--- src/rtl/rsm_pkg.sv ---
// Shared constants, enums and helpers for the register/shift/mux operand path.
// Imported by the operand stage, its register file, and the downstream ALU/decoder.
package rsm_pkg;

  localparam int DATA_W    = 16;
  localparam int NREG      = 8;
  localparam int REG_IDX_W = $clog2(NREG);
  localparam int IMM_W     = 5;

  typedef enum logic [1:0] {
    SH_NONE = 2'b00,
    SH_LSL1 = 2'b01,
    SH_LSR1 = 2'b10,
    SH_ASR1 = 2'b11
  } shift_e;

  typedef enum logic [1:0] {
    OP_ADD = 2'b00,
    OP_SUB = 2'b01,
    OP_AND = 2'b10,
    OP_NOT = 2'b11
  } alu_op_e;

  function automatic logic [DATA_W-1:0] sext_imm(input logic [IMM_W-1:0] imm);
    return {{(DATA_W-IMM_W){imm[IMM_W-1]}}, imm};
  endfunction

endpackage

--- src/rtl/alu_operand_stage_if.sv ---
// Decoded-op input, writeback port and registered ALU-operand output of the operand stage.
// slave = the stage itself, master = the decoder/writeback/ALU environment driving it.
interface alu_operand_stage_if;
  import rsm_pkg::*;

  logic                 in_valid;
  logic                 in_ready;
  logic [REG_IDX_W-1:0] rn_sel;
  logic [REG_IDX_W-1:0] rm_sel;
  logic [1:0]           shift;
  logic                 asel;
  logic                 bsel;
  logic [IMM_W-1:0]     imm5;
  logic [1:0]           alu_op_in;
  logic                 wr_en;
  logic [REG_IDX_W-1:0] wr_sel;
  logic [DATA_W-1:0]    wr_data;
  logic                 out_valid;
  logic                 out_ready;
  logic [DATA_W-1:0]    Ain;
  logic [DATA_W-1:0]    Bin;
  logic [1:0]           ALUop;

  modport slave (
    input  in_valid, rn_sel, rm_sel, shift, asel, bsel, imm5, alu_op_in,
    input  wr_en, wr_sel, wr_data, out_ready,
    output in_ready, out_valid, Ain, Bin, ALUop
  );

  modport master (
    output in_valid, rn_sel, rm_sel, shift, asel, bsel, imm5, alu_op_in,
    output wr_en, wr_sel, wr_data, out_ready,
    input  in_ready, out_valid, Ain, Bin, ALUop
  );

endinterface

--- src/rtl/regfile.sv ---
// General-purpose register file: two combinational read ports, one synchronous write port,
// asynchronous active-low clear of every entry.
module regfile
  import rsm_pkg::*;
(
  input  logic                 clk,
  input  logic                 reset_n,
  input  logic [REG_IDX_W-1:0] i_rd_a_sel,
  input  logic [REG_IDX_W-1:0] i_rd_b_sel,
  output logic [DATA_W-1:0]    o_rd_a_data,
  output logic [DATA_W-1:0]    o_rd_b_data,
  input  logic                 i_wr_en,
  input  logic [REG_IDX_W-1:0] i_wr_sel,
  input  logic [DATA_W-1:0]    i_wr_data
);

  logic [DATA_W-1:0] r_regs [NREG];

  // Register storage with async clear and single write port.
  always_ff @(posedge clk or negedge reset_n) begin
    if (!reset_n) begin
      for (int i = 0; i < NREG; i++) begin
        r_regs[i] <= {DATA_W{1'b0}};
      end
    end else if (i_wr_en) begin
      r_regs[i_wr_sel] <= i_wr_data;
    end
  end

  assign o_rd_a_data = r_regs[i_rd_a_sel];
  assign o_rd_b_data = r_regs[i_rd_b_sel];

endmodule

--- src/rtl/alu_operand_stage.sv ---
// Operand-fetch stage: reads Rn/Rm with writeback bypass, shifts Rm, applies the A/B muxes
// and holds the result in a one-entry valid/ready buffer toward the ALU.
module alu_operand_stage
  import rsm_pkg::*;
(
  input  logic                 clk,
  input  logic                 reset_n,
  alu_operand_stage_if.slave   bus
);

  logic [DATA_W-1:0] w_rd_a;
  logic [DATA_W-1:0] w_rd_b;
  logic [DATA_W-1:0] w_rn_data;
  logic [DATA_W-1:0] w_rm_data;
  logic [DATA_W-1:0] w_shifted;
  logic [DATA_W-1:0] w_ain;
  logic [DATA_W-1:0] w_bin;
  logic              w_in_ready;
  logic              w_accept;
  shift_e            w_shift;

  logic              r_out_valid;
  logic [DATA_W-1:0] r_ain;
  logic [DATA_W-1:0] r_bin;
  logic [1:0]        r_alu_op;

  regfile u_regfile (
    .clk         (clk),
    .reset_n     (reset_n),
    .i_rd_a_sel  (bus.rn_sel),
    .i_rd_b_sel  (bus.rm_sel),
    .o_rd_a_data (w_rd_a),
    .o_rd_b_data (w_rd_b),
    .i_wr_en     (bus.wr_en),
    .i_wr_sel    (bus.wr_sel),
    .i_wr_data   (bus.wr_data)
  );

  assign w_in_ready = !r_out_valid || bus.out_ready;
  assign w_accept   = bus.in_valid && w_in_ready;
  assign w_shift    = shift_e'(bus.shift);

  // A same-cycle writeback wins over the stale register value, per operand.
  always_comb begin
    w_rn_data = w_rd_a;
    w_rm_data = w_rd_b;
    if (bus.wr_en && (bus.wr_sel == bus.rn_sel)) begin
      w_rn_data = bus.wr_data;
    end else begin
      w_rn_data = w_rd_a;
    end
    if (bus.wr_en && (bus.wr_sel == bus.rm_sel)) begin
      w_rm_data = bus.wr_data;
    end else begin
      w_rm_data = w_rd_b;
    end
  end

  // One-bit shifter on Rm followed by the A/B operand muxes.
  always_comb begin
    w_shifted = w_rm_data;
    case (w_shift)
      SH_NONE: w_shifted = w_rm_data;
      SH_LSL1: w_shifted = {w_rm_data[DATA_W-2:0], 1'b0};
      SH_LSR1: w_shifted = {1'b0, w_rm_data[DATA_W-1:1]};
      SH_ASR1: w_shifted = {w_rm_data[DATA_W-1], w_rm_data[DATA_W-1:1]};
      default: w_shifted = w_rm_data;
    endcase
    if (bus.asel) begin
      w_ain = {DATA_W{1'b0}};
    end else begin
      w_ain = w_rn_data;
    end
    if (bus.bsel) begin
      w_bin = sext_imm(bus.imm5);
    end else begin
      w_bin = w_shifted;
    end
  end

  // Output buffer: load on accept, drain when consumed without refill, otherwise hold.
  always_ff @(posedge clk or negedge reset_n) begin
    if (!reset_n) begin
      r_out_valid <= 1'b0;
      r_ain       <= {DATA_W{1'b0}};
      r_bin       <= {DATA_W{1'b0}};
      r_alu_op    <= 2'b00;
    end else if (w_accept) begin
      r_out_valid <= 1'b1;
      r_ain       <= w_ain;
      r_bin       <= w_bin;
      r_alu_op    <= bus.alu_op_in;
    end else if (bus.out_ready) begin
      r_out_valid <= 1'b0;
    end
  end

  assign bus.in_ready  = w_in_ready;
  assign bus.out_valid = r_out_valid;
  assign bus.Ain       = r_ain;
  assign bus.Bin       = r_bin;
  assign bus.ALUop     = r_alu_op;

endmodule
--- src/flat_wrapper.sv ---
// flat-port wrapper written by rule: the top's interface ports become plain ports
module alu_operand_stage_flat import rsm_pkg::*;
  (clk, reset_n, bus_in_valid, bus_rn_sel, bus_rm_sel, bus_shift, bus_asel, bus_bsel, bus_imm5, bus_alu_op_in, bus_wr_en, bus_wr_sel, bus_wr_data, bus_out_ready, bus_in_ready, bus_out_valid, bus_Ain, bus_Bin, bus_ALUop);
  alu_operand_stage_if bus_i ();
  input  logic clk;
  input  logic reset_n;
  input wire logic [$bits(bus_i.in_valid)-1:0] bus_in_valid;
  input wire logic [$bits(bus_i.rn_sel)-1:0] bus_rn_sel;
  input wire logic [$bits(bus_i.rm_sel)-1:0] bus_rm_sel;
  input wire logic [$bits(bus_i.shift)-1:0] bus_shift;
  input wire logic [$bits(bus_i.asel)-1:0] bus_asel;
  input wire logic [$bits(bus_i.bsel)-1:0] bus_bsel;
  input wire logic [$bits(bus_i.imm5)-1:0] bus_imm5;
  input wire logic [$bits(bus_i.alu_op_in)-1:0] bus_alu_op_in;
  input wire logic [$bits(bus_i.wr_en)-1:0] bus_wr_en;
  input wire logic [$bits(bus_i.wr_sel)-1:0] bus_wr_sel;
  input wire logic [$bits(bus_i.wr_data)-1:0] bus_wr_data;
  input wire logic [$bits(bus_i.out_ready)-1:0] bus_out_ready;
  output wire logic [$bits(bus_i.in_ready)-1:0] bus_in_ready;
  output wire logic [$bits(bus_i.out_valid)-1:0] bus_out_valid;
  output wire logic [$bits(bus_i.Ain)-1:0] bus_Ain;
  output wire logic [$bits(bus_i.Bin)-1:0] bus_Bin;
  output wire logic [$bits(bus_i.ALUop)-1:0] bus_ALUop;
  assign bus_i.in_valid = bus_in_valid;
  assign bus_i.rn_sel = bus_rn_sel;
  assign bus_i.rm_sel = bus_rm_sel;
  assign bus_i.shift = bus_shift;
  assign bus_i.asel = bus_asel;
  assign bus_i.bsel = bus_bsel;
  assign bus_i.imm5 = bus_imm5;
  assign bus_i.alu_op_in = bus_alu_op_in;
  assign bus_i.wr_en = bus_wr_en;
  assign bus_i.wr_sel = bus_wr_sel;
  assign bus_i.wr_data = bus_wr_data;
  assign bus_i.out_ready = bus_out_ready;
  assign bus_in_ready = bus_i.in_ready;
  assign bus_out_valid = bus_i.out_valid;
  assign bus_Ain = bus_i.Ain;
  assign bus_Bin = bus_i.Bin;
  assign bus_ALUop = bus_i.ALUop;
  alu_operand_stage u_core (.clk(clk), .reset_n(reset_n), .bus(bus_i));
endmodule
--- config.mk ---
export PLATFORM = sky130hd
export DESIGN_NAME = alu_operand_stage_flat
export DESIGN_NICKNAME = d
export VERILOG_FILES = /design/src/rtl/rsm_pkg.sv /design/src/rtl/alu_operand_stage_if.sv /design/src/rtl/regfile.sv /design/src/rtl/alu_operand_stage.sv /design/src/flat_wrapper.sv
export SDC_FILE = /design/constraint.sdc
export NUM_CORES = 1
export LEC_CHECK = 0
export ABC_CLOCK_PERIOD_IN_PS = 1800
export CORE_MARGIN = 2
export CORE_UTILIZATION = 45
export CTS_CLUSTER_SIZE = 28
export DETAILED_ROUTE_END_ITERATION = 10
export PLACE_DENSITY = 0.73
export SETUP_SLACK_MARGIN = 0.5
export SYNTH_ARGS = -nofsm -noshare
export SYNTH_HDL_FRONTEND = slang
export SYNTH_HIERARCHICAL = 1
export SYNTH_SLANG_ARGS = --single-unit
--- constraint.sdc ---
create_clock -name clk -period 1.8 [get_ports clk]
set_input_delay 0.36 -clock clk [delete_from_list [all_inputs] [get_ports clk]]
set_output_delay 0.36 -clock clk [all_outputs]
set_load 0.01 [all_outputs]
Placement density heat map:
The bar under the picture is 50 um long. 15 x 15 tiles, from black (low) to pale yellow (high), 0 to 100% covered.
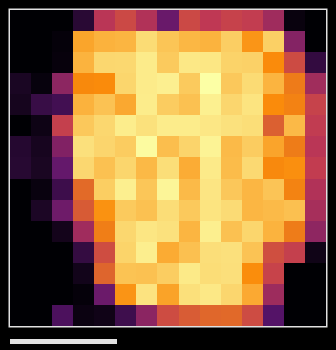
fullest tile	100%
tiles over 75% full	51%
nearly empty tiles	15%
densest ninth of the die	centre

Cells coloured by class:
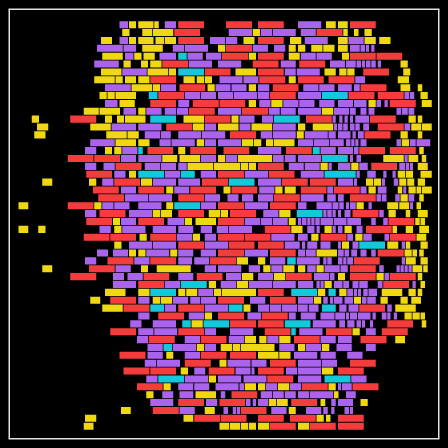
class	colour	cells	share of their area
clock drivers and dummy loads	cyan	31	4.5%
remaining logic cells	purple	449	41%
sequential cells	red	163	32%
remaining buffers and delay cells	yellow	288	23%

==> out/metrics.yaml <==
logic_synthesis:
  yosysMostFrequentCell: "mux2_2"
  postSynthAreaPerCell_sq_um: 14.0
  enable_flop_cells: 0
  synth.area.mux_share_pct: 40.9
  aoi_share_pct: 5.28
  top_cells_by_area: "dfrtp_1 44%, mux2_2 20%, mux4_1 16%"
  ys_seq_share_pct: 43.8
layout:
  diodes: 0
  syn_to_final_growth_pct: 41.6
power_and_ir_drop:
  p_sw_share_pct: 29.5
  pg_clk_mw: 3.62
  sequentialPower_mw: 5.08
setup_path:
  cp_top_family: "multiplexers"
  cp.buffers_inverters: 2
flow_run:
  tool_warnings: 29
final_timing:
  worst_slew_pin_slew_ns: 0.480
  fin_ws_ns: -0.0493
  finalSetupViolCount: 6
  maxSlewViolCount: 0
  fin_skew_ns: 0.0105
outcome:
  outcome: "finished, violations left"
  failed_checks: "negative setup slack"
floorplan:
  die-height_um: 148
  core_area_sq_mm: 0.0203
detailed_routing:
  route.met3.wl_mm: 2.43
Floorplan with the power grid:
The bar under the picture is 50 um long. Pins as bars on the die edge.
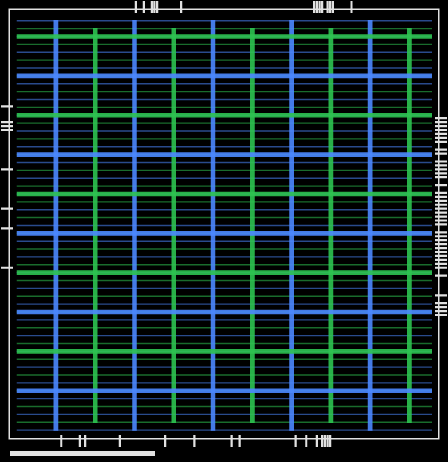
net	colour
VSS	blue
VDD	green
signal pins	77
met1 rails	53
met5 straps	10
rows	52

==> worst paths after layout <==
check	endpoint	startpoint	slack, ns	cells past startpoint
max reg2reg	u_core/bus.Ain[11]	u_core/u_regfile/r_regs[11]	-0.05	6
min reg2reg	u_core/bus.ALUop[1]	u_core/bus.ALUop[1]	0.50	2
min	u_core/u_regfile/r_regs[90]	reset_n	0.44	2
max in group asynchronous	u_core/u_regfile/r_regs[116]	reset_n	0.77	3
min in group clk	u_core/bus.ALUop[1]	bus_alu_op_in[1]	0.46	3
max	u_core/bus.Ain[11]	u_core/u_regfile/r_regs[11]	-0.05	6
==> sequential cells by signal, indices dropped and copies added, names as in the netlist <==
register,flops
u_core/bus.ALUop,2
u_core/bus.Bin,16
u_core/bus.out_valid,1
u_core/bus.Ain,16
u_core/u_regfile/r_regs,128
==> final cells by class <==
cell class	instances	area share (%)
clock buffer	21	3.64
clock inverter	10	0.749
inverter	3	0.0853
multi-input combinational	446	40.0
sequential	163	30.9
tap	270	2.56
timing repair buffer	288	22.0
==> layout by cell type (no fill, tap or decap), types with 4 or more instances in the layout <==
master           count
nand2_1             52
a31oi_1             12
clkbuf_16           19
buf_2               28
buf_4              135
o21ai_2              4
nor2_1               9
mux2_2              64
mux2i_2              8
buf_12              29
mux4_2              64
bufbuf_16            4
a21oi_1              7
dfrtp_1            163
mux2_4             103
xnor2_1              4
clkdlybuf4s50_1     30
or3_1                6
o21ai_1             20
mux2i_1             17
a22oi_2              4
clkbuf_8             4
o21ai_0             22
buf_6               51
buf_8                5
nand2_2              6
a211o_1              4
==> what timing repair did <==
action                                  4_1_cts  5_1_grt
endpoints found under the setup margin      196      104
gates resized                               273       37
pin swaps                                    26       15
hold endpoints to repair                     40        0
cloned                                        6        1
buffers inserted                             65       21
hold buffers                                  1        0
